`config.mk`:
```
export PLATFORM = sky130hd
export DESIGN_NAME = lsqueue_disamb
export DESIGN_NICKNAME = d
export VERILOG_FILES = /design/src/rtl/lsqueue_disamb_pkg.sv /design/src/rtl/lsq_slot.sv /design/src/rtl/lsqueue_disamb.sv
export SDC_FILE = /design/constraint.sdc
export NUM_CORES = 2
export LEC_CHECK = 0
export CORE_ASPECT_RATIO = 0.75
export CORE_MARGIN = 10
export CORE_UTILIZATION = 30
export CTS_CLUSTER_SIZE = 10
export DETAILED_ROUTE_END_ITERATION = 10
export MAX_ROUTING_LAYER = met4
export PLACE_DENSITY = 0.58
export SLEW_MARGIN = 30
export SYNTH_ARGS = -nofsm -noshare
export SYNTH_HDL_FRONTEND = slang
export SYNTH_SLANG_ARGS = --single-unit
```
`constraint.sdc`:
```
create_clock -name clk -period 22.4 [get_ports clk]
set_input_delay 3.36 -clock clk [delete_from_list [all_inputs] [get_ports clk]]
set_output_delay 3.36 -clock clk [all_outputs]
set_load 0.1 [all_outputs]
```
`src/rtl/lsqueue_disamb_pkg.sv`:
```
// Shared definitions for the load/store issue queue.
//   ISSUELS_FUNC_SW / ISSUELS_FUNC_LW : opcode encodings (store / load)
//   slot_op_e                         : per-slot next-state source select
package lsqueue_disamb_pkg;

  localparam logic ISSUELS_FUNC_SW = 1'b1;
  localparam logic ISSUELS_FUNC_LW = 1'b0;

  // Where a slot takes its next contents from.
  typedef enum logic [1:0] {
    SlotHold,   // keep own contents
    SlotShift,  // take the younger neighbour (collapse after a pop)
    SlotLoad    // take the instruction being dispatched
  } slot_op_e;

endpackage

```
`src/rtl/lsq_slot.sv`:
```
// One load/store queue entry.
//   clk, reset          : clock, synchronous active-high reset (clears the entry)
//   op                  : next-state source (hold / shift from neighbour / load dispatch)
//   sh_*                : contents of the younger neighbour slot
//   d_*                 : instruction being dispatched
//   cdb_*               : result broadcast, snooped for pending rs/rt
//   valid .. addr       : registered entry contents
// The effective address is formed here, once, when rs becomes known, so the
// issue path only ever reads a register.
module lsq_slot
  import lsqueue_disamb_pkg::*;
#(
  parameter int unsigned TAG_W  = 6,
  parameter int unsigned DATA_W = 32,
  parameter int unsigned OFF_W  = 16
) (
  input  logic              clk,
  input  logic              reset,
  input  slot_op_e          op,
  input  logic              sh_valid,
  input  logic              sh_opcode,
  input  logic [OFF_W-1:0]  sh_offset,
  input  logic [TAG_W-1:0]  sh_rs_tag,
  input  logic              sh_rs_valid,
  input  logic [TAG_W-1:0]  sh_rt_tag,
  input  logic [DATA_W-1:0] sh_rt_data,
  input  logic              sh_rt_valid,
  input  logic [DATA_W-1:0] sh_addr,
  input  logic              d_opcode,
  input  logic [OFF_W-1:0]  d_offset,
  input  logic [TAG_W-1:0]  d_rs_tag,
  input  logic [DATA_W-1:0] d_rs_data,
  input  logic              d_rs_valid,
  input  logic [TAG_W-1:0]  d_rt_tag,
  input  logic [DATA_W-1:0] d_rt_data,
  input  logic              d_rt_valid,
  input  logic [TAG_W-1:0]  cdb_tag,
  input  logic [DATA_W-1:0] cdb_data,
  input  logic              cdb_valid,
  output logic              valid,
  output logic              opcode,
  output logic [OFF_W-1:0]  offset,
  output logic [TAG_W-1:0]  rs_tag,
  output logic              rs_valid,
  output logic [TAG_W-1:0]  rt_tag,
  output logic [DATA_W-1:0] rt_data,
  output logic              rt_valid,
  output logic [DATA_W-1:0] addr
);

  logic              valid_q, opcode_q, rs_valid_q, rt_valid_q;
  logic [OFF_W-1:0]  offset_q;
  logic [TAG_W-1:0]  rs_tag_q, rt_tag_q;
  logic [DATA_W-1:0] rt_data_q, addr_q;

  logic              src_valid, src_opcode, src_rs_valid, src_rt_valid;
  logic [OFF_W-1:0]  src_offset;
  logic [TAG_W-1:0]  src_rs_tag, src_rt_tag;
  logic [DATA_W-1:0] src_rt_data, src_addr;

  logic              rs_hit, rt_hit, load_rs;
  logic [DATA_W-1:0] base, sum;

  // Source mux: the snoop below applies to whichever contents land here.
  always_comb begin
    src_valid    = valid_q;
    src_opcode   = opcode_q;
    src_offset   = offset_q;
    src_rs_tag   = rs_tag_q;
    src_rs_valid = rs_valid_q;
    src_rt_tag   = rt_tag_q;
    src_rt_data  = rt_data_q;
    src_rt_valid = rt_valid_q;
    src_addr     = addr_q;
    case (op)
      SlotShift: begin
        src_valid    = sh_valid;
        src_opcode   = sh_opcode;
        src_offset   = sh_offset;
        src_rs_tag   = sh_rs_tag;
        src_rs_valid = sh_rs_valid;
        src_rt_tag   = sh_rt_tag;
        src_rt_data  = sh_rt_data;
        src_rt_valid = sh_rt_valid;
        src_addr     = sh_addr;
      end
      SlotLoad: begin
        src_valid    = 1'b1;
        src_opcode   = d_opcode;
        src_offset   = d_offset;
        src_rs_tag   = d_rs_tag;
        src_rs_valid = d_rs_valid;
        src_rt_tag   = d_rt_tag;
        src_rt_data  = d_rt_data;
        src_rt_valid = d_rt_valid;
        src_addr     = '0;
      end
      default: ;
    endcase
  end

  // Invalid slots never snoop, so empty slots stay all-zero.
  assign rs_hit  = src_valid & ~src_rs_valid & cdb_valid & (cdb_tag == src_rs_tag);
  assign rt_hit  = src_valid & ~src_rt_valid & cdb_valid & (cdb_tag == src_rt_tag);
  assign load_rs = (op == SlotLoad) & d_rs_valid;

  // Single adder: base is the dispatched rs value or the broadcast value.
  assign base = load_rs ? d_rs_data : cdb_data;
  assign sum  = base + DATA_W'($signed(src_offset));

  always_ff @(posedge clk) begin
    if (reset) begin
      valid_q    <= 1'b0;
      opcode_q   <= 1'b0;
      offset_q   <= '0;
      rs_tag_q   <= '0;
      rs_valid_q <= 1'b0;
      rt_tag_q   <= '0;
      rt_data_q  <= '0;
      rt_valid_q <= 1'b0;
      addr_q     <= '0;
    end else begin
      valid_q    <= src_valid;
      opcode_q   <= src_opcode;
      offset_q   <= src_offset;
      rs_tag_q   <= src_rs_tag;
      rs_valid_q <= src_rs_valid | rs_hit;
      rt_tag_q   <= src_rt_tag;
      rt_data_q  <= rt_hit ? cdb_data : src_rt_data;
      rt_valid_q <= src_rt_valid | rt_hit;
      addr_q     <= (load_rs | rs_hit) ? sum : src_addr;
    end
  end

  assign valid    = valid_q;
  assign opcode   = opcode_q;
  assign offset   = offset_q;
  assign rs_tag   = rs_tag_q;
  assign rs_valid = rs_valid_q;
  assign rt_tag   = rt_tag_q;
  assign rt_data  = rt_data_q;
  assign rt_valid = rt_valid_q;
  assign addr     = addr_q;

endmodule

```
`src/rtl/lsqueue_disamb.sv`:
```
// Load/store issue queue with optional address disambiguation.
//   clk, reset        : clock, synchronous active-high reset
//   dispatch_*        : incoming instruction; dispatch_ready is combinational from issuels_done
//   cdb_*             : result broadcast snooped by every entry
//   issuels_*         : selected entry (entry 0 when nothing is eligible) and handshake
//   count             : number of valid entries
// Entries are age ordered (index 0 oldest). A pop collapses younger entries
// down by one; a push lands in the lowest free index after that collapse.
module lsqueue_disamb
  import lsqueue_disamb_pkg::*;
#(
  parameter int unsigned DEPTH     = 4,
  parameter int unsigned TAG_W     = 6,
  parameter int unsigned DATA_W    = 32,
  parameter int unsigned OFF_W     = 16,
  parameter int unsigned BYPASS_EN = 1
) (
  input  logic                         clk,
  input  logic                         reset,
  input  logic                         dispatch_opcode,
  input  logic [OFF_W-1:0]             dispatch_offset,
  input  logic [TAG_W-1:0]             dispatch_rstag,
  input  logic [TAG_W-1:0]             dispatch_rttag,
  input  logic [DATA_W-1:0]            dispatch_rsdata,
  input  logic [DATA_W-1:0]            dispatch_rtdata,
  input  logic                         dispatch_rsvalid,
  input  logic                         dispatch_rtvalid,
  input  logic                         dispatch_en,
  output logic                         dispatch_ready,
  input  logic [TAG_W-1:0]             cdb_tag,
  input  logic [DATA_W-1:0]            cdb_data,
  input  logic                         cdb_valid,
  output logic                         issuels_opcode,
  output logic [TAG_W-1:0]             issuels_rttag,
  output logic [DATA_W-1:0]            issuels_addr,
  output logic [DATA_W-1:0]            issuels_data,
  output logic                         issuels_ready,
  input  logic                         issuels_done,
  output logic [$clog2(DEPTH+1)-1:0]   count
);

  localparam int unsigned CntW = $clog2(DEPTH + 1);
  localparam int unsigned IdxW = $clog2(DEPTH);

  // Index DEPTH is a constant empty entry feeding the top slot's shift input.
  logic [DEPTH:0]             e_valid, e_opcode, e_rs_valid, e_rt_valid;
  logic [DEPTH:0][OFF_W-1:0]  e_offset;
  logic [DEPTH:0][TAG_W-1:0]  e_rs_tag, e_rt_tag;
  logic [DEPTH:0][DATA_W-1:0] e_rt_data, e_addr;

  assign e_valid[DEPTH]    = 1'b0;
  assign e_opcode[DEPTH]   = 1'b0;
  assign e_rs_valid[DEPTH] = 1'b0;
  assign e_rt_valid[DEPTH] = 1'b0;
  assign e_offset[DEPTH]   = '0;
  assign e_rs_tag[DEPTH]   = '0;
  assign e_rt_tag[DEPTH]   = '0;
  assign e_rt_data[DEPTH]  = '0;
  assign e_addr[DEPTH]     = '0;

  slot_op_e          slot_op [DEPTH];
  logic [DEPTH-1:0]  ready, blocked, eligible;
  logic [IdxW-1:0]   sel_idx;
  logic [CntW-1:0]   count_q, count_d, free_idx;
  logic              pop, push;

  for (genvar g = 0; g < DEPTH; g++) begin : g_slot
    lsq_slot #(
      .TAG_W (TAG_W),
      .DATA_W(DATA_W),
      .OFF_W (OFF_W)
    ) u_slot (
      .clk        (clk),
      .reset      (reset),
      .op         (slot_op[g]),
      .sh_valid   (e_valid[g+1]),
      .sh_opcode  (e_opcode[g+1]),
      .sh_offset  (e_offset[g+1]),
      .sh_rs_tag  (e_rs_tag[g+1]),
      .sh_rs_valid(e_rs_valid[g+1]),
      .sh_rt_tag  (e_rt_tag[g+1]),
      .sh_rt_data (e_rt_data[g+1]),
      .sh_rt_valid(e_rt_valid[g+1]),
      .sh_addr    (e_addr[g+1]),
      .d_opcode   (dispatch_opcode),
      .d_offset   (dispatch_offset),
      .d_rs_tag   (dispatch_rstag),
      .d_rs_data  (dispatch_rsdata),
      .d_rs_valid (dispatch_rsvalid),
      .d_rt_tag   (dispatch_rttag),
      .d_rt_data  (dispatch_rtdata),
      .d_rt_valid (dispatch_rtvalid),
      .cdb_tag    (cdb_tag),
      .cdb_data   (cdb_data),
      .cdb_valid  (cdb_valid),
      .valid      (e_valid[g]),
      .opcode     (e_opcode[g]),
      .offset     (e_offset[g]),
      .rs_tag     (e_rs_tag[g]),
      .rs_valid   (e_rs_valid[g]),
      .rt_tag     (e_rt_tag[g]),
      .rt_data    (e_rt_data[g]),
      .rt_valid   (e_rt_valid[g]),
      .addr       (e_addr[g])
    );
  end

  always_comb begin
    ready = '0;
    for (int i = 0; i < DEPTH; i++) begin
      ready[i] = e_valid[i] & e_rs_valid[i] &
                 ((e_opcode[i] == ISSUELS_FUNC_SW) ? e_rt_valid[i] : 1'b1);
    end
  end

  // Age matrix: entry i is blocked by any older valid entry j that could alias it.
  // An entry under test is ready, so its own address is always known.
  always_comb begin
    blocked = '0;
    for (int i = 0; i < DEPTH; i++) begin
      for (int j = 0; j < DEPTH; j++) begin
        if (j < i && e_valid[j]) begin
          if (e_opcode[j] == ISSUELS_FUNC_SW && e_opcode[i] == ISSUELS_FUNC_SW) begin
            blocked[i] = 1'b1;
          end else if (!(e_opcode[j] == ISSUELS_FUNC_LW && e_opcode[i] == ISSUELS_FUNC_LW)) begin
            if (!e_rs_valid[j] || e_addr[j][DATA_W-1:2] == e_addr[i][DATA_W-1:2]) begin
              blocked[i] = 1'b1;
            end
          end
        end
      end
    end
  end

  always_comb begin
    if (BYPASS_EN != 0) begin
      eligible = ready & ~blocked;
    end else begin
      eligible    = '0;
      eligible[0] = ready[0];
    end
  end

  always_comb begin
    sel_idx = '0;
    for (int i = DEPTH - 1; i >= 0; i--) begin
      if (eligible[i]) sel_idx = IdxW'(i);
    end
  end

  assign issuels_ready  = |eligible;
  assign issuels_opcode = e_opcode[sel_idx];
  assign issuels_rttag  = e_rt_tag[sel_idx];
  assign issuels_addr   = e_addr[sel_idx];
  assign issuels_data   = e_rt_data[sel_idx];

  assign pop            = issuels_ready & issuels_done;
  assign dispatch_ready = (count_q < CntW'(DEPTH)) | pop;
  assign push           = dispatch_en & dispatch_ready;
  assign free_idx       = pop ? (count_q - CntW'(1)) : count_q;
  assign count_d        = count_q + CntW'(push) - CntW'(pop);

  always_comb begin
    for (int i = 0; i < DEPTH; i++) begin
      slot_op[i] = SlotHold;
      if (push && free_idx == CntW'(i)) begin
        slot_op[i] = SlotLoad;
      end else if (pop && IdxW'(i) >= sel_idx) begin
        slot_op[i] = SlotShift;
      end
    end
  end

  always_ff @(posedge clk) begin
    if (reset) begin
      count_q <= '0;
    end else begin
      count_q <= count_d;
    end
  end

  assign count = count_q;

endmodule

```
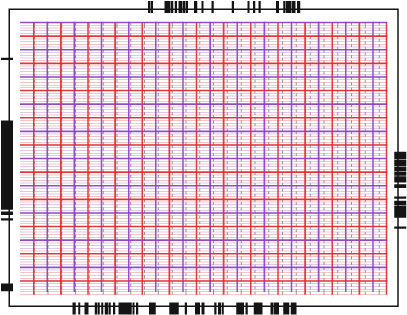
(images/floorplan.png)
Drawn at 1 px/um. Pins as bars on the die edge. Tap cells in gray.
net	color
VSS	red
VDD	purple
met1 rails	101
met4 straps	27
rows	100
signal pins	214
maximum vdd drop: 66.2 uV
core region area: 99,800 um2
horizontal die dimension: 387 um

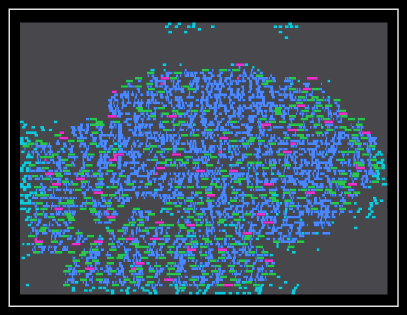
(images/class_map.png)
Drawn at 1 px/um. Fill, decap, tap and diode cells in gray.
class	color	cells	share of their area
remaining buffers and delay cells	cyan	263	7.6%
remaining logic cells	blue	3,208	65%
sequential cells	green	387	24%
clock drivers and dummy loads	magenta	66	4.1%
final non-filler cell area: 34,500 um2
sequential share of cell area: 22.4%
floorplan row count: 100

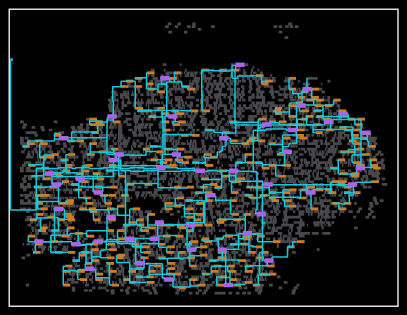
(images/clock_wires.png)
Drawn at 1 px/um.
[flip-flops] orange | count: 387
[clock-net drivers] purple | count: 47
[clock wires] cyan | length: 6,770 um
routed clock nets	48
clk pwr: 0.734 mW
clock share of power: 19.7%
skew final: 0.0191 ns
insertion delay to the later sink of the worst-skew pair: 0.62 ns

==> metrics.cfg <==
[detailed_routing]
drt_pass1_iterations = 5
drt_iter0_drc = 3250
detail-route-antenna-nets = 0

[yosys]
synth.yosys.warnings = 0
syn-cell-area_um2 = 30300
biggest_area_consumer_among_synthesized_cells = sky130_fd_sc_hd__dfxtp_1
synth_top_cell_by_count = sky130_fd_sc_hd__nor2_1
edf_count = 0

[clock_tree]
numCtsBuffers = 47
htree_num_levels = 2
clock-root-buffer = sky130_fd_sc_hd__clkbuf_16
cts_resized = 0

[hold_path]
hold-path-cell-count = 2
whs_endpoint = g_slot[0].u_slot.addr[0]

[worst_setup_path]
regToRegStartpoint = g_slot[3].u_slot.addr[19]
worst_ep_required_time_ns = 22.86
worst-r2r-cell-count = 31
crit-reg2reg-capture = g_slot[1].u_slot.addr[28]

[place]
dpl.hpwl_mm = 89.0
numPortBuffers = 213
dpl_worst_slack_ns = 11.65
place_congestion = 0.972

[timing]
fin_crit_ns = 10.30
worst_pin_slew_ns = 1.04

[power]
powerDensity_nw_per_um2 = 108
switching_share_pct = 48.4
power.total_mw = 3.72

[die]
die_area_um2 = 114000
floorplan.core_util_pct = 30.4

[status]
outcome = completed

[layout]
final_util_pct = 34.6

[grt]
globalRouteTotalUtil_pct = 21.4

==> logic make-up (layout without fill, tap and decap cells) <==
| logic type | Yosys count | count (layout) | synth area share [%] |
|---|---|---|---|
| multiplexers | 367 | 367 | 12.9 |
| AND-OR/OR-AND | 1037 | 1037 | 22.3 |
| other | 0 | 12 | 0 |
| AND/OR/NAND/NOR | 1275 | 1275 | 18.3 |
| buffers and inverters | 427 | 392 | 5.69 |
| flip-flops | 387 | 387 | 25.5 |
| XOR/XNOR | 331 | 331 | 9.69 |
| adder cells (fa/ha/maj) | 135 | 135 | 5.66 |
==> critical path: stages <==
cell and delay (ns):
sky130_fd_sc_hd__clkdlybuf4s50_1 0.55, sky130_fd_sc_hd__o31ai_4 0.28, sky130_fd_sc_hd__inv_2 0.34, sky130_fd_sc_hd__nor3_1 0.42, sky130_fd_sc_hd__o21a_2 0.26, sky130_fd_sc_hd__nand2_1 0.42
sky130_fd_sc_hd__mux2_2 0.45, sky130_fd_sc_hd__ha_1 0.22, sky130_fd_sc_hd__fa_1 0.44, sky130_fd_sc_hd__a21o_1 0.17, sky130_fd_sc_hd__a21oi_1 0.23, sky130_fd_sc_hd__o21bai_1 0.09
sky130_fd_sc_hd__a21oi_1 0.22, sky130_fd_sc_hd__o21bai_1 0.10, sky130_fd_sc_hd__a21oi_1 0.22, sky130_fd_sc_hd__o21bai_1 0.09, sky130_fd_sc_hd__a21oi_1 0.24, sky130_fd_sc_hd__o21ai_0 0.17
sky130_fd_sc_hd__a31o_2 0.29, sky130_fd_sc_hd__a211oi_1 0.35, sky130_fd_sc_hd__o21ai_0 0.25, sky130_fd_sc_hd__a41oi_1 0.54, sky130_fd_sc_hd__o21ai_0 0.25, sky130_fd_sc_hd__a31oi_1 0.22
sky130_fd_sc_hd__nor2b_1 0.06, sky130_fd_sc_hd__o311ai_0 0.36, sky130_fd_sc_hd__a211oi_1 0.13
==> metrics by stage <==
stage	hold WS [ns]	instance area [um2]
4_1_cts	0.494	34500
3_5_place_dp	0.482	33100
3_3_place_gp	0.480	33200
5_1_grt	0.521	34500
6_report	0.489	34500
2_1_floorplan	0.468	30300
==> final cells by class <==
class	count	area, um2	share of cell area (%)
tap	1326	1660	4.80
clock buffer	59	1250	3.62
antenna	12	30.0	0.0870
clock inverter	7	104	0.301
multi-input combinational	3145	21000	60.8
timing repair buffer	263	2500	7.23
inverter	63	236	0.685
sequential	387	7750	22.4
==> metal layers <==
metal | GRT usage [%] | share of wire (%) | vias to the layer above | wire length [um]
li1 | - | - | 13910 | -
met2 | 30.7 | 41 | 1330 | 51500
met1 | 29.1 | 45 | 13976 | 56300
met4 | 6.59 | 3.3 | 0 | 4160
met5 | - | 0 | - | 0
met3 | 5.27 | 10 | 237 | 12500
==> power by group through the flow <==
stage	Combinational [mW]	Sequential [mW]	Clock [mW]
2_1_floorplan	1.53	0.891	0
6_report	2.02	0.971	0.734
3_3_place_gp	1.99	0.976	0
3_5_place_dp	1.99	0.978	0
5_1_grt	2.18	0.982	0.773
4_1_cts	2.01	0.963	0.744
Power is estimated from default activity; no workload was simulated.
